[config.mk]
export PLATFORM = sky130hd
export DESIGN_NAME = multiplexor_nx1_reg
export DESIGN_NICKNAME = d
export VERILOG_FILES = /design/src/rtl/multiplexor_nx1_reg.sv
export SDC_FILE = /design/constraint.sdc
export NUM_CORES = 1
export LEC_CHECK = 0
export ABC_AREA = 1
export CAP_MARGIN = 20
export CELL_PAD_IN_SITES_DETAIL_PLACEMENT = 1
export CELL_PAD_IN_SITES_GLOBAL_PLACEMENT = 1
export CORE_UTILIZATION = 21
export CTS_CLUSTER_SIZE = 10
export DETAILED_ROUTE_END_ITERATION = 7
export PLACE_DENSITY_LB_ADDON = 0.25
export SLEW_MARGIN = 20
export SYNTH_ARGS = -nofsm -noshare
export SYNTH_HDL_FRONTEND = slang
export SYNTH_SLANG_ARGS = --single-unit
[constraint.sdc]
create_clock -name clk -period 1.52 [get_ports clk]
set_input_delay 0.304 -clock clk [delete_from_list [all_inputs] [get_ports clk]]
set_output_delay 0.304 -clock clk [all_outputs]
set_load 0.01 [all_outputs]
[src/rtl/multiplexor_nx1_reg.sv]
// multiplexor_nx1_reg: N-to-1 multiplexor with a registered one-entry output stage.
// A capture (IN_VALID && IN_READY) loads the selected channel into Y/CH with
// one cycle of latency. The output stage is a two-state FSM (EMPTY/FULL) whose
// state is visible on Y_VALID.
//
// Handshake: a transfer happens on a rising edge where valid and ready are both 1.
// The upstream side is IN_VALID/IN_READY and the downstream side is Y_VALID/Y_READY.
// IN_READY is combinational: the block accepts new data when the output
// register is empty or is being drained in the same cycle.
//
// Optional feature: define MUX_SCAN_EN to build the auto-scan counter. When SCAN=1,
// the counter selects the channel and advances on each capture. Without the macro,
// the SCAN input is accepted but ignored, and S always selects the channel.
module multiplexor_nx1_reg #(
  parameter int W = 4,
  parameter int N = 4,
  localparam int SW = $clog2(N)
) (
  input  logic            clk,
  input  logic            reset,
  input  logic [N*W-1:0]  D,
  input  logic [SW-1:0]   S,
  input  logic            E,
  input  logic            SCAN,
  input  logic            IN_VALID,
  output logic            IN_READY,
  output logic [W-1:0]    Y,
  output logic [SW-1:0]   CH,
  output logic            Y_VALID,
  input  logic            Y_READY
);

  typedef enum logic {
    ST_EMPTY = 1'b0,
    ST_FULL  = 1'b1
  } state_t;

  state_t         r_state;
  state_t         w_state_nxt;
  logic [W-1:0]   r_y;
  logic [W-1:0]   w_y_nxt;
  logic [SW-1:0]  r_ch;
  logic [SW-1:0]  w_ch_nxt;
  logic [SW-1:0]  w_idx;
  logic [W-1:0]   w_sel_data;
  logic           w_in_ready;
  logic           w_capture;

`ifdef MUX_SCAN_EN
  logic [SW-1:0]  r_scan_cnt;
  logic [SW-1:0]  w_scan_cnt_nxt;

  // Scan mode selects the channel from the counter; direct mode uses S.
  assign w_idx = SCAN ? r_scan_cnt : S;
`else
  logic           w_unused_scan;

  assign w_unused_scan = SCAN;
  assign w_idx         = S;
`endif

  // Accept a capture when enabled, not in reset, and the output slot is free or draining.
  assign w_in_ready = !reset && !E && ((r_state == ST_EMPTY) || Y_READY);
  assign w_capture  = IN_VALID && w_in_ready;

  // Channel select; an index with no matching channel (>= N) yields zero data.
  always_comb begin
    w_sel_data = '0;
    for (int k = 0; k < N; k++) begin
      if (w_idx == SW'(k)) begin
        w_sel_data = D[k*W +: W];
      end
    end
  end

  // Next-state logic for the output stage and scan counter; disable beats capture.
  always_comb begin
    w_state_nxt = r_state;
    w_y_nxt     = r_y;
    w_ch_nxt    = r_ch;
`ifdef MUX_SCAN_EN
    w_scan_cnt_nxt = r_scan_cnt;
`endif
    if (E) begin
      w_state_nxt = ST_EMPTY;
      w_y_nxt     = '0;
      w_ch_nxt    = '0;
    end else if (w_capture) begin
      w_state_nxt = ST_FULL;
      w_y_nxt     = w_sel_data;
      w_ch_nxt    = w_idx;
`ifdef MUX_SCAN_EN
      if (SCAN) begin
        w_scan_cnt_nxt = (r_scan_cnt == SW'(N - 1)) ? '0 : r_scan_cnt + SW'(1);
      end
`endif
    end else if ((r_state == ST_FULL) && Y_READY) begin
      // Drained with nothing new: Y/CH keep their last values.
      w_state_nxt = ST_EMPTY;
    end
  end

  // State and data registers with synchronous reset taking priority.
  always_ff @(posedge clk) begin
    if (reset) begin
      r_state <= ST_EMPTY;
      r_y     <= '0;
      r_ch    <= '0;
`ifdef MUX_SCAN_EN
      r_scan_cnt <= '0;
`endif
    end else begin
      r_state <= w_state_nxt;
      r_y     <= w_y_nxt;
      r_ch    <= w_ch_nxt;
`ifdef MUX_SCAN_EN
      r_scan_cnt <= w_scan_cnt_nxt;
`endif
    end
  end

  assign IN_READY = w_in_ready;
  assign Y        = r_y;
  assign CH       = r_ch;
  assign Y_VALID  = (r_state == ST_FULL);

endmodule

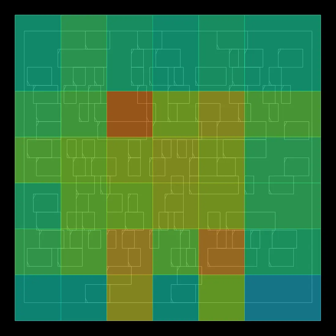
run_1/congestion_map.png
drt wl/cell: 10.3 µm
met1 Use GR: 0.151
met2 usage: 0.228
GRT Max-Usage Layer: met2
GRT Util Overall: 0.141

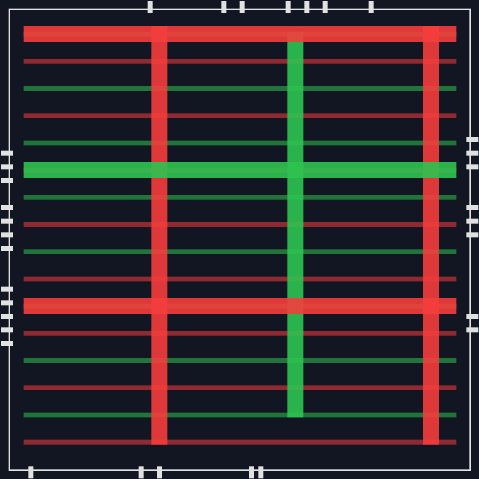
run_1/floorplan.png
Drawn at 10 px/µm. Pins as bars on the die edge.
legend:
  VSS:
    color: red
  VDD:
    color: green
met5 straps: 3
rows: 15

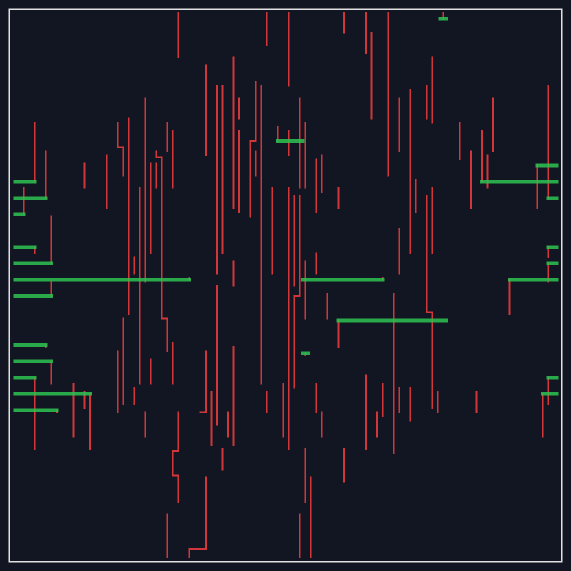
run_1/layers.png
Drawn at 12 px/µm. Only two layers are drawn.
legend:
  M3:
    color: green
    wire_length: 77.5 µm
  M2:
    color: red
    wire_length: 591 µm

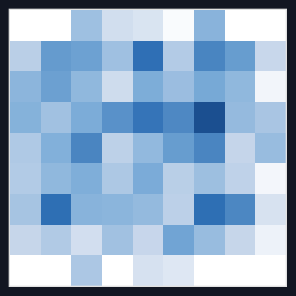
run_1/util_map.png
Drawn at 6 px/µm. 9 x 9 tiles, from white (low) to dark blue (high), 0 to 100% covered.
mean over tiles: 35%
fullest tile: 88%
densest ninth of the die: center

==> impl_metrics.toml, run 1 <==
# implementation run metrics
[clocking]
cts_resized = 4
cts_hold_buf = 0
cts_sinks = 7

[detailed_routing]
top_layer = "met4"
vias = 514

[setup_path]
cp_max_fo = 2
critPathTopFamily = "buffers and inverters"
critPathLaunch = "CH[1]"
critPathLaunchType = "flop"

[cells_and_area]
final_cells = 121
logic_gate_count = 47
nClkBuffers = 4
drive_above_1_share = 0.135
seq_share = 0.180
seq_area_um2 = 140

[timing]
rsz0062_at_grt = "no"
drv_slew = 0
setup_viol = 0
setup_tns_ps = 0
fin_crit_sh = 0.956
setup_ws_ps = 67.1
min_period_ps = 1450
fmax_mhz = 688

[place]
placed_area_um2 = 751
gp_congestion = 0.640

[grt]
first_global_vias = 520
grt_pass1_wl_um = 2010
grt-ovfl-total = 0
grt_max_degree = 14

[synth]
avgSynthCellArea_um2 = 6.76
syn_nets = 84
ys_cells = 60
aoi_share = 0.157
mux_area_frac = 0
xor_share = 0
synth-edff-count = 0
synth_top_area_share = 0.346
syn-instance-count = 60
ff_type = "dfxtp_1"

[run_status]
status = "complete, no violations"

[floorplanning]
fp.dieH_um = 45.9

[pwr]
ir_drop_uv = 299
power_density_mw_per_mm2 = 629
run 1: power by group:
part,internal [mW],leakage (nW),switching (mW)
sequential,0.188,0.0567,0.00223
clock,0.101,0.0150,0.0740
combinational,0.0767,0.245,0.0475
total,0.365,0.317,0.124
run 1: worst paths after layout:
kind	to	slack, ps	cells after the start
worst max-delay path	CH[1]	70	1
worst min-delay path	Y[1]	460	2
worst max register to register	Y[1]	560	5
worst min register to register	Y[1]	460	2
run 1: flip-flops by register name, summed over array words and instances (netlist names):
| signal | cells |
|---|---|
| CH | 2 |
| Y | 4 |
| Y_VALID | 1 |
run 1: per-layer routing:
layer,up-vias,track usage
li1,271,-
met1,213,0.151
met2,25,0.228
met3,5,0.0437
met4,0,0.106
met5,-,0
## Run 2: what changed since run 1
--- a/config.mk
+++ b/config.mk
@@ -13,7 +13,6 @@
 export CTS_CLUSTER_SIZE = 10
 export DETAILED_ROUTE_END_ITERATION = 7
 export PLACE_DENSITY_LB_ADDON = 0.25
-export SLEW_MARGIN = 20
 export SYNTH_ARGS = -nofsm -noshare
 export SYNTH_HDL_FRONTEND = slang
 export SYNTH_SLANG_ARGS = --single-unit
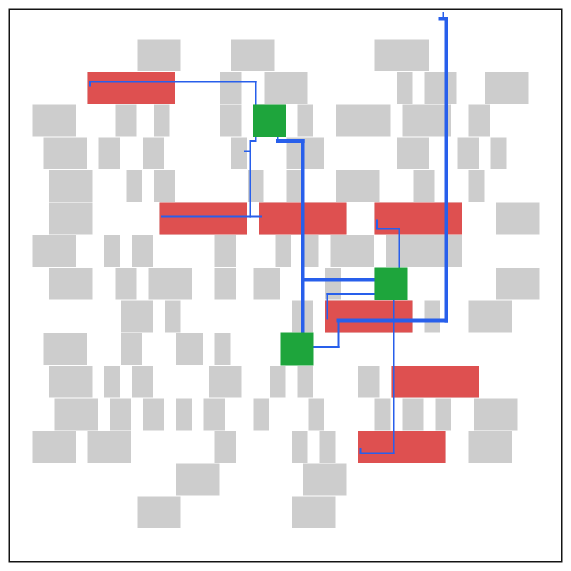
run_2/clock_wires.png
Drawn at 12 px/µm.
legend:
  clock-net drivers:
    color: green
    count: 3
  flip-flops:
    color: red
    count: 7
  clock wires:
    color: blue
    length: 136 µm
routed clock nets: 4

==> impl_metrics.toml, run 2 <==
# implementation run metrics
[synth]
avgSynthCellArea_um2 = 6.76
ff_type = "dfxtp_1"
synth-edff-count = 0
syn_nets = 84
synth_top_area_share = 0.346

[setup_path]
worstSetupEndpoint = "CH[1]"
cp_max_fo = 2
worstSetupPathDepth = 1
r2r.worst_path.cells = 5
r2r-end = "Y[1]"
reg2reg_setup_slack_ps = 560
critPathLaunchType = "flop"
critPathTopFamily = "buffers and inverters"
critPathLaunch = "CH[1]"

[pwr]
maxPowerGroup = "registers"
powerSeq_mw = 0.190
p_int_mw = 0.365
swShare = 0.253
comb_power_mw = 0.124
comb_power_share = 0.254
power_density_mw_per_mm2 = 629

[cells_and_area]
largest_reg_flops = 4

[timing]
fin_crit_sh = 0.956
rsz0062_at_grt = "no"
setup_viol = 0
min_period_ps = 1450

[hold_path]
holdPathStages = 2

[run_status]
status = "complete, no violations"

[place]
gp_congestion = 0.640
placed_area_um2 = 751

[grt]
grt-ovfl-total = 0
grt_max_degree = 14
grt_busiest_layer = "met2"

[detailed_routing]
vias = 514
top_layer = "met4"
-- run 2: cell counts in the layout (fill, tap and decap cells not counted) --
No cell type changed its count.
-- run 2: layout make-up --
class | count | area, µm² | area share
Timing Repair Buffer | 34 | 330 | 0.425
Clock buffer | 4 | 26.3 | 0.0338
Tap cell | 25 | 31.3 | 0.0403
Multi-Input combinational cell | 47 | 234 | 0.301
Sequential cell | 7 | 140 | 0.180
Inverter | 4 | 15.0 | 0.0193
-- run 2: what timing repair did --
action / in CTS / in global routing
setup buffers: 0 / 0
resized: 4 / 2
endpoints found under the setup margin: 1 / 1
-- run 2: cell families after synthesis --
logic type	after synthesis	synth area share
AOI/OAI and AO/OA	12	0.157
buffers and inverters	6	0.0771
DFF	7	0.346
and+or+nand+nor	35	0.420
Power is estimated from default activity; no workload was simulated.
